### config.mk
export PLATFORM = sky130hd
export DESIGN_NAME = imem_loader
export DESIGN_NICKNAME = d
export VERILOG_FILES = /design/src/rtl/imem_loader.sv
export SDC_FILE = /design/constraint.sdc
export NUM_CORES = 1
export LEC_CHECK = 0
export CAP_MARGIN = 20
export CORE_ASPECT_RATIO = 0.75
export CORE_UTILIZATION = 50
export CTS_BUF_LIST = sky130_fd_sc_hd__clkbuf_8
export DETAILED_ROUTE_END_ITERATION = 10
export GPL_TIMING_DRIVEN = 0
export HOLD_SLACK_MARGIN = 0.12
export PLACE_DENSITY = 0.81
export REMOVE_ABC_BUFFERS = 1
export SYNTH_ARGS = -nofsm -noshare
export SYNTH_HDL_FRONTEND = slang
export SYNTH_SLANG_ARGS = --single-unit
### constraint.sdc
create_clock -name clk -period 2.45 [get_ports clk]
set_input_delay 0.245 -clock clk [delete_from_list [all_inputs] [get_ports clk]]
set_output_delay 0.245 -clock clk [all_outputs]
set_load 0.05 [all_outputs]
### src/rtl/imem_loader.sv
// Boot-time instruction memory loader: parses a length-prefixed little-endian
// byte stream into 32-bit word writes, holding the core in reset until done.
module imem_loader #(
  parameter int PROG_SIZE = 648,
  parameter int ADDR_W    = $clog2(PROG_SIZE)
) (
  input  logic              clk,
  input  logic              rst,
  input  logic              in_valid,
  input  logic [7:0]        in_data,
  output logic              in_ready,
  output logic              we,
  output logic [ADDR_W-1:0] waddr,
  output logic [31:0]       wdata,
  output logic              core_rst,
  output logic              done,
  output logic              error,
  output logic [ADDR_W:0]   words_loaded
);

  typedef enum logic [2:0] {
    S_LEN0,
    S_LEN1,
    S_DATA,
    S_DONE,
    S_ERR
  } state_t;

  localparam logic [ADDR_W:0] W_ONE = {{ADDR_W{1'b0}}, 1'b1};

  state_t           state, state_nxt;
  logic [7:0]       len_lo;
  logic [1:0]       byte_idx;
  logic [23:0]      asm_q;      // first three bytes of the word in flight, oldest lowest
  logic [ADDR_W:0]  word_idx;
  logic [ADDR_W:0]  last_idx;
  logic             hs;
  logic [15:0]      n_hdr;
  logic             len_bad;
  logic             word_end;
  logic             word_last;
  logic [31:0]      word_nxt;

  assign hs        = in_valid & in_ready;
  assign n_hdr     = {in_data, len_lo};
  assign len_bad   = (n_hdr == 16'd0) || (n_hdr > 16'(PROG_SIZE));
  assign word_end  = (byte_idx == 2'd3);
  assign word_last = (word_idx == last_idx);
  assign word_nxt  = {in_data, asm_q};

  assign words_loaded = word_idx;

  always_comb begin
    state_nxt = state;
    in_ready  = 1'b0;
    case (state)
      S_LEN0: begin
        in_ready = 1'b1;
        if (hs) state_nxt = S_LEN1;
      end
      S_LEN1: begin
        in_ready = 1'b1;
        if (hs) state_nxt = len_bad ? S_ERR : S_DATA;
      end
      S_DATA: begin
        in_ready = 1'b1;
        if (hs && word_end && word_last) state_nxt = S_DONE;
      end
      S_DONE:  state_nxt = S_DONE;
      S_ERR:   state_nxt = S_ERR;
      default: state_nxt = S_LEN0;
    endcase
    if (rst) in_ready = 1'b0;
  end

  always_ff @(posedge clk) begin
    if (rst) begin
      state    <= S_LEN0;
      len_lo   <= '0;
      byte_idx <= '0;
      asm_q    <= '0;
      word_idx <= '0;
      last_idx <= '0;
      we       <= 1'b0;
      waddr    <= '0;
      wdata    <= '0;
      core_rst <= 1'b1;
      done     <= 1'b0;
      error    <= 1'b0;
    end else begin
      state <= state_nxt;
      we    <= 1'b0;
      case (state)
        S_LEN0: if (hs) len_lo <= in_data;
        S_LEN1: begin
          if (hs) begin
            last_idx <= n_hdr[ADDR_W:0] - W_ONE;
            error    <= len_bad;
            byte_idx <= '0;
            word_idx <= '0;
          end
        end
        S_DATA: begin
          if (hs) begin
            byte_idx <= byte_idx + 2'd1;
            asm_q    <= {in_data, asm_q[23:8]};
            if (word_end) begin
              we       <= 1'b1;
              waddr    <= word_idx[ADDR_W-1:0];
              wdata    <= word_nxt;
              word_idx <= word_idx + W_ONE;
            end
          end
        end
        // first edge in DONE is the end of the final write cycle
        S_DONE: begin
          done     <= 1'b1;
          core_rst <= 1'b0;
        end
        default: ;
      endcase
    end
  end

endmodule

Power grid:
(3 px per um) Pins as bars on the die edge.
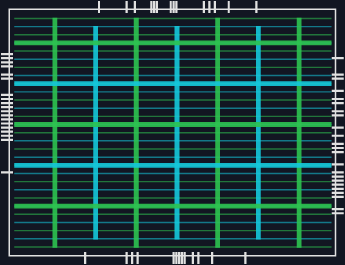
[green] VSS
[cyan] VDD
met4 straps: 7
rows: 28
met1 rails: 29
die width: 108 um
Worst IR Drop VDD: 0.000357 V

Placed cells, one colour a class:
(2 px per um) Fill, decap, tap and diode cells in grey.
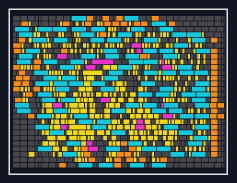
[cyan] sequential cells | cells: 105 | share of their area: 42%
[magenta] clock drivers and dummy loads | cells: 16 | share of their area: 3.9%
[orange] remaining buffers and delay cells | cells: 68 | share of their area: 14%
[yellow] combinational and other logic | cells: 368 | share of their area: 40%

Clock wires, drivers and flops:
(6 px per um)
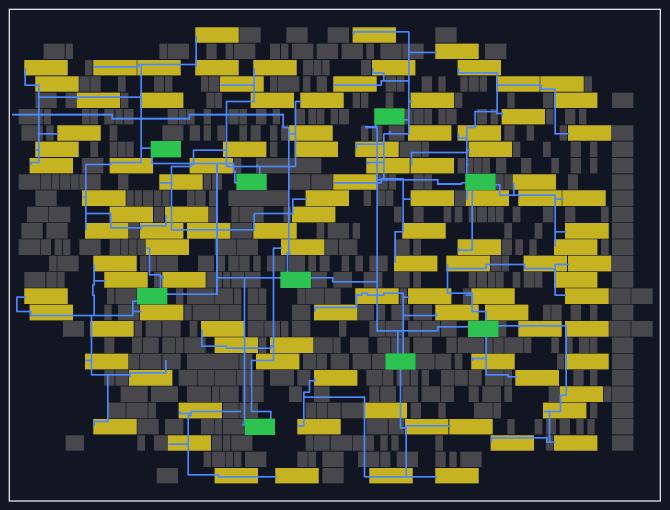
[blue] clock wires | length: 1,110 um
[green] clock drivers | count: 9
[yellow] flip-flops | count: 105
flops lie: widely spread
routed clock nets: 10

Signal wires by layer:
(3 px per um) Only two layers are drawn.
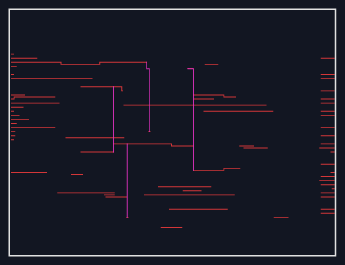
[red] metal 3 | wire length: 571 um
[magenta] metal 4 | wire length: 106 um
mean routed wirelength per cell: 13.6 um
vias post-DR: 3,543
GRT Total Usage: 21.9%
drt total wl: 8990 um

Cell placement:
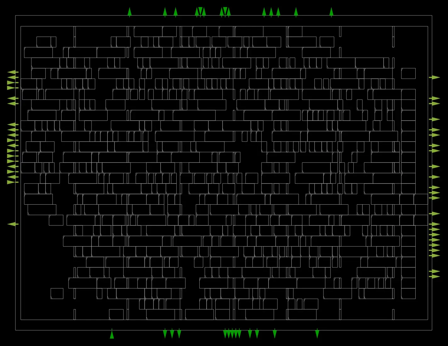
registers: 105
fillers: 727
final core utilization: 63.4%

==> area by class of cell <==
class	instances	area (um^2)
timing repair buffer	68	682
multi-input combinational	362	1970
fill	727	2950
clock buffer	9	124
sequential	105	2100
clock inverter	7	71.3
inverter	6	27.5
tap	105	131
==> sequential cells by signal (all words and copies together) (netlist names) <==
register,cells
last_idx,11
done,1
asm_q,24
waddr,10
error,1
core_rst,1
we,1
wdata,32
byte_idx,2
state,3
len_lo,8
words_loaded,11
==> kinds of logic after synthesis <==
logic type               count (synthesis)  share of synthesized area (%)
XOR/XNOR                                24                           4.96
AND/OR/NAND/NOR                        223                           23.5
flip-flops                             105                           49.6
multiplexers                             9                           2.13
adder cells (fa/ha/maj)                  4                           1.18
AND-OR/OR-AND                          102                           14.4
buffers and inverters                   40                           4.17
==> power by group through the flow <==
stage	logic [uW]	registers [uW]	clock network, uW
3_5_place_dp	194	1790	0
5_1_grt	214	1750	1150
3_3_place_gp	190	1790	0
4_1_cts	195	1750	1090
2_1_floorplan	115	1780	0
6_report	195	1750	1060
==> timing repair <==
action                                  CTS  global route
resized                                   3             3
endpoints found under the hold margin     0             0
hold buffers                              0             0
endpoints found under the setup margin   71            50
==> placed cells by master (no fill, tap or decap), types with 3 or more instances in the layout <==
| cell type | count |
|---|---|
| inv_1 | 7 |
| and2_1 | 4 |
| o21ai_0 | 3 |
| xnor2_1 | 15 |
| nand3_1 | 5 |
| or4_1 | 4 |
| nand2_1 | 143 |
| nor2_1 | 34 |
| o31ai_1 | 4 |
| clkdlybuf4s50_1 | 67 |
| mux2i_1 | 9 |
| a211oi_1 | 11 |
| nand4_1 | 8 |
| nand2b_1 | 3 |
| xor2_1 | 9 |
| ha_1 | 4 |
| dfxtp_1 | 105 |
| clkbuf_8 | 9 |
| a21oi_1 | 74 |
==> results.sh <==
# implementation run metrics
export IMPL_p_int_uw=2280
export IMPL_io_pins=69
export IMPL_worstSkewPairLatency_ns=0.37
export IMPL_synthCells=507
export IMPL_tns_ns=0
export IMPL_flop_cell="dfxtp_1"
export IMPL_ys_cells=507
export IMPL_finalNetCount=567
export IMPL_r2r_start="state[1]"
export IMPL_place_port_buffers=68
export IMPL_route_detailed_drc=0
export IMPL_path_class="reg2out"
export IMPL_min_to="wdata[13]"
export IMPL_dp_hpwl_um=5910
export IMPL_drv_slew=0
export IMPL_sw_frac_of_total_pct=24.1
export IMPL_setup_violations=0
export IMPL_finalClockPeriodUsage_pct=93.6
export IMPL_crit_path_end_kind="output pin"
export IMPL_critPathSlowestCell="clkdlybuf4s50_1"
export IMPL_total_power_uw=3000
export IMPL_dr_wl_met2_um=3960
export IMPL_power_frac_seq_pct=58.3
export IMPL_postPlaceCellArea_um2=4890
export IMPL_ys_ff=105
export IMPL_status="finished clean"
export IMPL_clkPwrFrac_pct=35.2
export IMPL_busiest_layer="met2"
export IMPL_ys_async_sr_fraction_pct=0
export IMPL_whs_ns=0.370
export IMPL_grtUsageMet2_pct=35.7
export IMPL_fp_util_pct=52.5
export IMPL_cts_max_path_buffers=2
export IMPL_instances_no_fill=662
No activity file was given, so power comes from the tool's default toggle rates.
